[src/rtl/bnn_inference_sequencer.sv]
// BNN inference sequencer: per-class XNOR-popcount score over the stored image, argmax reported.
// Define BNN_SCORE_OUT_EN to add best_score / score_margin outputs and second-best tracking.
module bnn_inference_sequencer #(
  parameter int IMG_BITS    = 904,
  parameter int CHUNK_BITS  = 8,
  parameter int NUM_CLASSES = 10,
  localparam int NUM_CHUNKS = (IMG_BITS + CHUNK_BITS - 1) / CHUNK_BITS,
  localparam int SCORE_W    = $clog2(IMG_BITS + 1),
  localparam int CHUNK_AW   = $clog2(NUM_CHUNKS),
  localparam int W_AW       = $clog2(NUM_CLASSES * NUM_CHUNKS)
) (
  input  logic                  clk,
  input  logic                  rst_n,
  input  logic                  start,
  input  logic                  clear,
  input  logic                  img_ready,
  output logic [CHUNK_AW-1:0]   img_rd_addr,
  input  logic [CHUNK_BITS-1:0] img_rd_data,
  output logic [W_AW-1:0]       w_rd_addr,
  input  logic [CHUNK_BITS-1:0] w_rd_data,
  output logic                  busy,
  output logic                  done,
  output logic                  result_valid,
  output logic [3:0]            result_class
`ifdef BNN_SCORE_OUT_EN
  ,
  output logic [SCORE_W-1:0]    best_score,
  output logic [SCORE_W-1:0]    score_margin
`endif
);

  localparam int REM_BITS = IMG_BITS % CHUNK_BITS;
  localparam logic [CHUNK_BITS-1:0] LAST_MASK = (REM_BITS == 0) ? {CHUNK_BITS{1'b1}}
                                              : CHUNK_BITS'((64'd1 << REM_BITS) - 64'd1);

  typedef enum logic [2:0] {IDLE, RUN, DRAIN, CMP, FINISH} state_t;

  state_t                state_q, state_d;
  logic [CHUNK_AW-1:0]   chunk_q;
  logic [W_AW-1:0]       w_addr_q;
  logic [3:0]            class_q;
  logic [SCORE_W-1:0]    acc_q, best_q;
  logic [3:0]            best_class_q;
  logic [3:0]            res_class_q;
  logic                  res_valid_q;

  logic                  accept, last_chunk, last_class, acc_en, take;
  logic [CHUNK_BITS-1:0] xnor_bits;
  logic [SCORE_W-1:0]    pop;
  logic [3:0]            new_class;

  assign accept     = (state_q == IDLE) && start && img_ready;
  assign last_chunk = (chunk_q == CHUNK_AW'(NUM_CHUNKS - 1));
  assign last_class = (class_q == 4'(NUM_CLASSES - 1));
  // Read data lags the address by one cycle, so RUN with chunk 0 has nothing to add yet.
  assign acc_en     = ((state_q == RUN) && (chunk_q != '0)) || (state_q == DRAIN);
  assign take       = (class_q == '0) || (acc_q > best_q);
  assign new_class  = take ? class_q : best_class_q;

  always_comb begin
    xnor_bits = ~(img_rd_data ^ w_rd_data);
    if (state_q == DRAIN) xnor_bits = xnor_bits & LAST_MASK;
    pop = '0;
    for (int unsigned i = 0; i < CHUNK_BITS; i++) pop = pop + SCORE_W'(xnor_bits[i]);
  end

  always_ff @(posedge clk or negedge rst_n) begin
    if (!rst_n) state_q <= IDLE;
    else        state_q <= state_d;
  end

  always_comb begin
    state_d = state_q;
    if (clear) state_d = IDLE;
    else begin
      unique case (state_q)
        IDLE:    if (start && img_ready) state_d = RUN;
        RUN:     if (last_chunk) state_d = DRAIN;
        DRAIN:   state_d = CMP;
        CMP:     state_d = last_class ? FINISH : RUN;
        FINISH:  state_d = IDLE;
        default: state_d = IDLE;
      endcase
    end
  end

  always_comb begin
    busy = (state_q == RUN) || (state_q == DRAIN) || (state_q == CMP);
    done = (state_q == FINISH);
  end

  // Result registers load on the CMP->FINISH edge so they are valid alongside done.
  always_ff @(posedge clk or negedge rst_n) begin
    if (!rst_n) begin
      chunk_q      <= '0;
      w_addr_q     <= '0;
      class_q      <= '0;
      acc_q        <= '0;
      best_q       <= '0;
      best_class_q <= '0;
      res_class_q  <= '0;
      res_valid_q  <= 1'b0;
    end else if (clear) begin
      res_class_q  <= '0;
      res_valid_q  <= 1'b0;
    end else begin
      unique case (state_q)
        IDLE: if (accept) begin
          chunk_q      <= '0;
          w_addr_q     <= '0;
          class_q      <= '0;
          acc_q        <= '0;
          best_q       <= '0;
          best_class_q <= '0;
          res_valid_q  <= 1'b0;
        end
        RUN: begin
          if (!last_chunk) begin
            chunk_q  <= chunk_q + CHUNK_AW'(1);
            w_addr_q <= w_addr_q + W_AW'(1);
          end
          if (acc_en) acc_q <= acc_q + pop;
        end
        DRAIN: acc_q <= acc_q + pop;
        CMP: begin
          if (take) begin
            best_q       <= acc_q;
            best_class_q <= class_q;
          end
          acc_q <= '0;
          if (last_class) begin
            res_class_q <= new_class;
            res_valid_q <= 1'b1;
          end else begin
            class_q  <= class_q + 4'd1;
            chunk_q  <= '0;
            w_addr_q <= w_addr_q + W_AW'(1);
          end
        end
        default: ;
      endcase
    end
  end

  assign img_rd_addr  = chunk_q;
  assign w_rd_addr    = w_addr_q;
  assign result_class = res_class_q;
  assign result_valid = res_valid_q;

`ifdef BNN_SCORE_OUT_EN
  logic [SCORE_W-1:0] second_q, new_best, new_second;

  // Displaced best becomes runner-up; class 0 has no predecessor, so runner-up restarts at 0.
  always_comb begin
    new_best   = take ? acc_q : best_q;
    new_second = take ? ((class_q == '0) ? '0 : best_q)
                      : ((acc_q > second_q) ? acc_q : second_q);
  end

  always_ff @(posedge clk or negedge rst_n) begin
    if (!rst_n) begin
      second_q     <= '0;
      best_score   <= '0;
      score_margin <= '0;
    end else if (clear) begin
      best_score   <= '0;
      score_margin <= '0;
    end else if (accept) begin
      second_q <= '0;
    end else if (state_q == CMP) begin
      second_q <= new_second;
      if (last_class) begin
        best_score   <= new_best;
        score_margin <= new_best - new_second;
      end
    end
  end
`else
  // Score outputs and runner-up tracking are compiled out.
`endif

endmodule

[config.mk]
export PLATFORM = sky130hd
export DESIGN_NAME = bnn_inference_sequencer
export DESIGN_NICKNAME = d
export VERILOG_FILES = /design/src/rtl/bnn_inference_sequencer.sv
export SDC_FILE = /design/constraint.sdc
export NUM_CORES = 1
export LEC_CHECK = 0
export ABC_AREA = 1
export CORE_MARGIN = 3
export CORE_UTILIZATION = 62
export CTS_BUF_LIST = sky130_fd_sc_hd__clkbuf_8
export DETAILED_ROUTE_END_ITERATION = 12
export GPL_TIMING_DRIVEN = 1
export HOLD_SLACK_MARGIN = 0.1
export PLACE_DENSITY_LB_ADDON = 0.05
export SYNTH_ARGS = -nofsm -noshare
export SYNTH_HDL_FRONTEND = slang
export SYNTH_SLANG_ARGS = --single-unit
[constraint.sdc]
create_clock -name clk -period 5.6 [get_ports clk]
set_input_delay 1.4 -clock clk [delete_from_list [all_inputs] [get_ports clk]]
set_output_delay 1.4 -clock clk [all_outputs]
set_load 0.005 [all_outputs]
==> results.sh <==
# physical design summary
export IMPL_flop_count=54
export IMPL_grt_pass1_vias=2988
export IMPL_worst_skew_pair_late_latency_ns=0.30
export IMPL_yosysCellCount=448
export IMPL_ys_chip_area_um2=3500
export IMPL_portBuffers=45
export IMPL_top_area_cell="dfrtp_1"
export IMPL_antenna_found_initial=0
export IMPL_seq_share_pct=33.0
export IMPL_fp_dieH_um=81.2
export IMPL_wl_per_cell_um=13.8
export IMPL_nWellTaps=70
export IMPL_powerDensity_nw_per_um2=345
export IMPL_clock_tree_area_fraction_pct=2.66
export IMPL_most_common_cell="nand2_1"
export IMPL_critPathBufInv=3
export IMPL_io_pins=46
export IMPL_lay_top_count="nand2_1"
export IMPL_maxCapViolCount=0
export IMPL_crit_arrival_ns=5.19
export IMPL_endpoint_kind="register"
export IMPL_drv_slew=0
export IMPL_seq_power_share_pct=35.2
export IMPL_place_ws_ns=0.221
export IMPL_synth_cell_types=32
export IMPL_drive_gt1_share_pct=7.29
export IMPL_ys_ff=54
export IMPL_grt_pass1_wl_um=13400
export IMPL_highest_signal_layer="met4"
export IMPL_gp_congestion=0.917
export IMPL_cp_top_family="adder cells"
export IMPL_comb_multi_input_count=334
export IMPL_fp_coreArea_um2=5270
export IMPL_cts_htree_levels=2
export IMPL_via_per_inst=5.56
export IMPL_finalCriticalPeriod_ns=5.02
export IMPL_ys_async_sr_fraction_pct=100
export IMPL_rows=26
export IMPL_antenna_cells=0
export IMPL_xor_share_pct=6.00
export IMPL_cts_sinks=54
export IMPL_top_area_share_pct=38.6
export IMPL_clk_pin_slew_ns=0.10
export IMPL_power_sequential_uw=498
export IMPL_route_met3_wl_um=454
export IMPL_cts_hold_buffers=0
export IMPL_finalPower_mw=1.41
export IMPL_critPathKind="in -> reg"
export IMPL_ys_seq_share_pct=38.6
export IMPL_nClkBuffers=5
export IMPL_min_period_over_period_pct=89.7
export IMPL_cts_buffer_depth=2
export IMPL_ys_sh_adder_pct=10.7
export IMPL_die_area_um2=6590
export IMPL_topCellsByArea="dfrtp_1, nand2_1, nand3_1"
export IMPL_pg_clk_uw=255
export IMPL_ys_sh_aoi_pct=6.18
export IMPL_buffer_area_share_pct=11.1
export IMPL_synth_edff_count=0
export IMPL_ctsResizeCount=0
export IMPL_syn_area_um2=3500
export IMPL_design_area_um2=4100
export IMPL_post_dp_hpwl_um=5900
export IMPL_ys_sh_mux_pct=0
export IMPL_fp_util_pct=66.5
export IMPL_fmax_ghz=0.199
export IMPL_cpPeakStageDelay_ns=0.53
export IMPL_syn_inst=448
export IMPL_finClkSkew_ns=0.00639
export IMPL_cp_slowest_cell="fa_1"
export IMPL_nNonClkInverters=52
export IMPL_track_usage_pct=25.7
export IMPL_comb_power_share_pct=46.8
export IMPL_relSlewSlack_pct=40.9
export IMPL_fillers=430
export IMPL_ant_nets=0
export IMPL_status="finished clean"
export IMPL_vdd_drop_max_v=0.000332
export IMPL_buffers=46
export IMPL_seq_area_um2=1350
export IMPL_synth_area_per_cell_um2=7.82
export IMPL_drc=0
export IMPL_path_common_cell="fa_1"
export IMPL_drt_iter0_markers=171
export IMPL_worst_slew_pin_slew_ns=0.883
export IMPL_hp_class="reg -> reg"
## flip-flops by register name, indices dropped and copies added, names as in the netlist
| name | cells |
|---|---|
| best_class_q | 4 |
| acc_q | 10 |
| img_rd_addr | 7 |
| class_q | 4 |
| best_q | 10 |
| state_q | 3 |
| w_rd_addr | 11 |
| result_valid | 1 |
| result_class | 4 |
## final timing paths
check / cells after the start / endpoint / from
worst max register to register: 12 / acc_q[6] / acc_q[0]
worst min register to register: 2 / best_q[4] / best_q[4]
worst max-delay path: 14 / acc_q[6] / img_rd_data[0]
worst min-delay path: 2 / best_q[4] / best_q[4]
max in group asynchronous: 2 / state_q[2] / rst_n
min in group asynchronous: 2 / w_rd_addr[6] / rst_n
## worst min-delay path, cell delays in order, from the launching register on
cell     delay (ns)
dfrtp_1        0.35
nand2_1        0.05
nand2_1        0.05
**The metal 1 layer**

Bar = 20 um. Supply wires on this layer in gray.
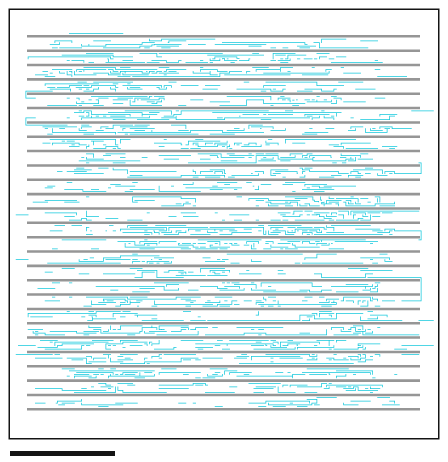
main direction: horizontal
longest straight run: 24.4 um
wire length on this layer: 3460 um
Detailed Route WL: 7800 um
met1 usage: 34.1%
DR vias: 3136

**Metal 2**

Cells faint in the background.
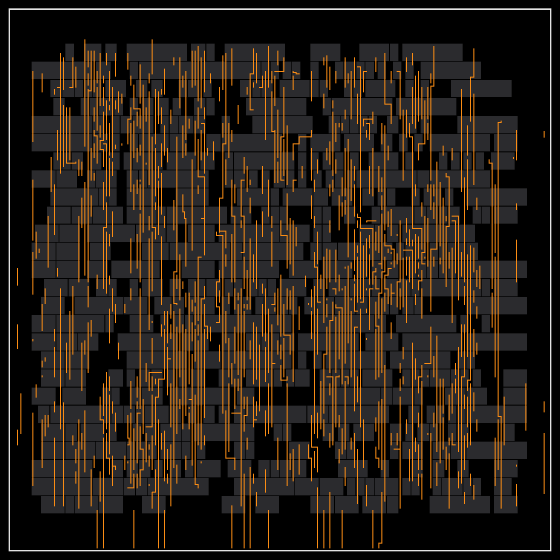
main direction: vertical
wire length on this layer: 3800 um
share of all routed wire: 49%
met2 usage: 44.2%

**M3 wires**

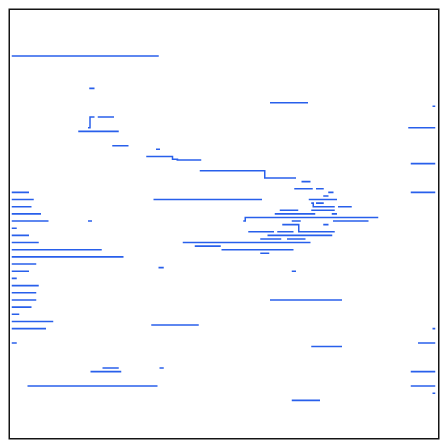
nets with wire on the layer: 71
share of all routed wire: 5.8%
main direction: horizontal
longest straight run: 27.6 um
GR Util met3: 4.32%

**Signal metal coverage by tile**

The die is cut into 16 by 16 equal tiles; dark blue is low, red is high, scaled to the fullest tile. Values are wire area over tile area, all layers added.
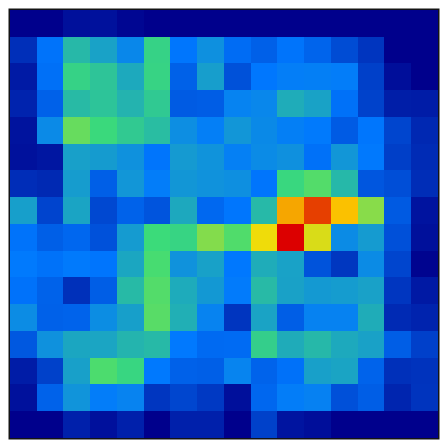
mean over tiles: 0.19
nearly empty tiles: 10%
densest ninth of the die: center
fullest tile: 0.77

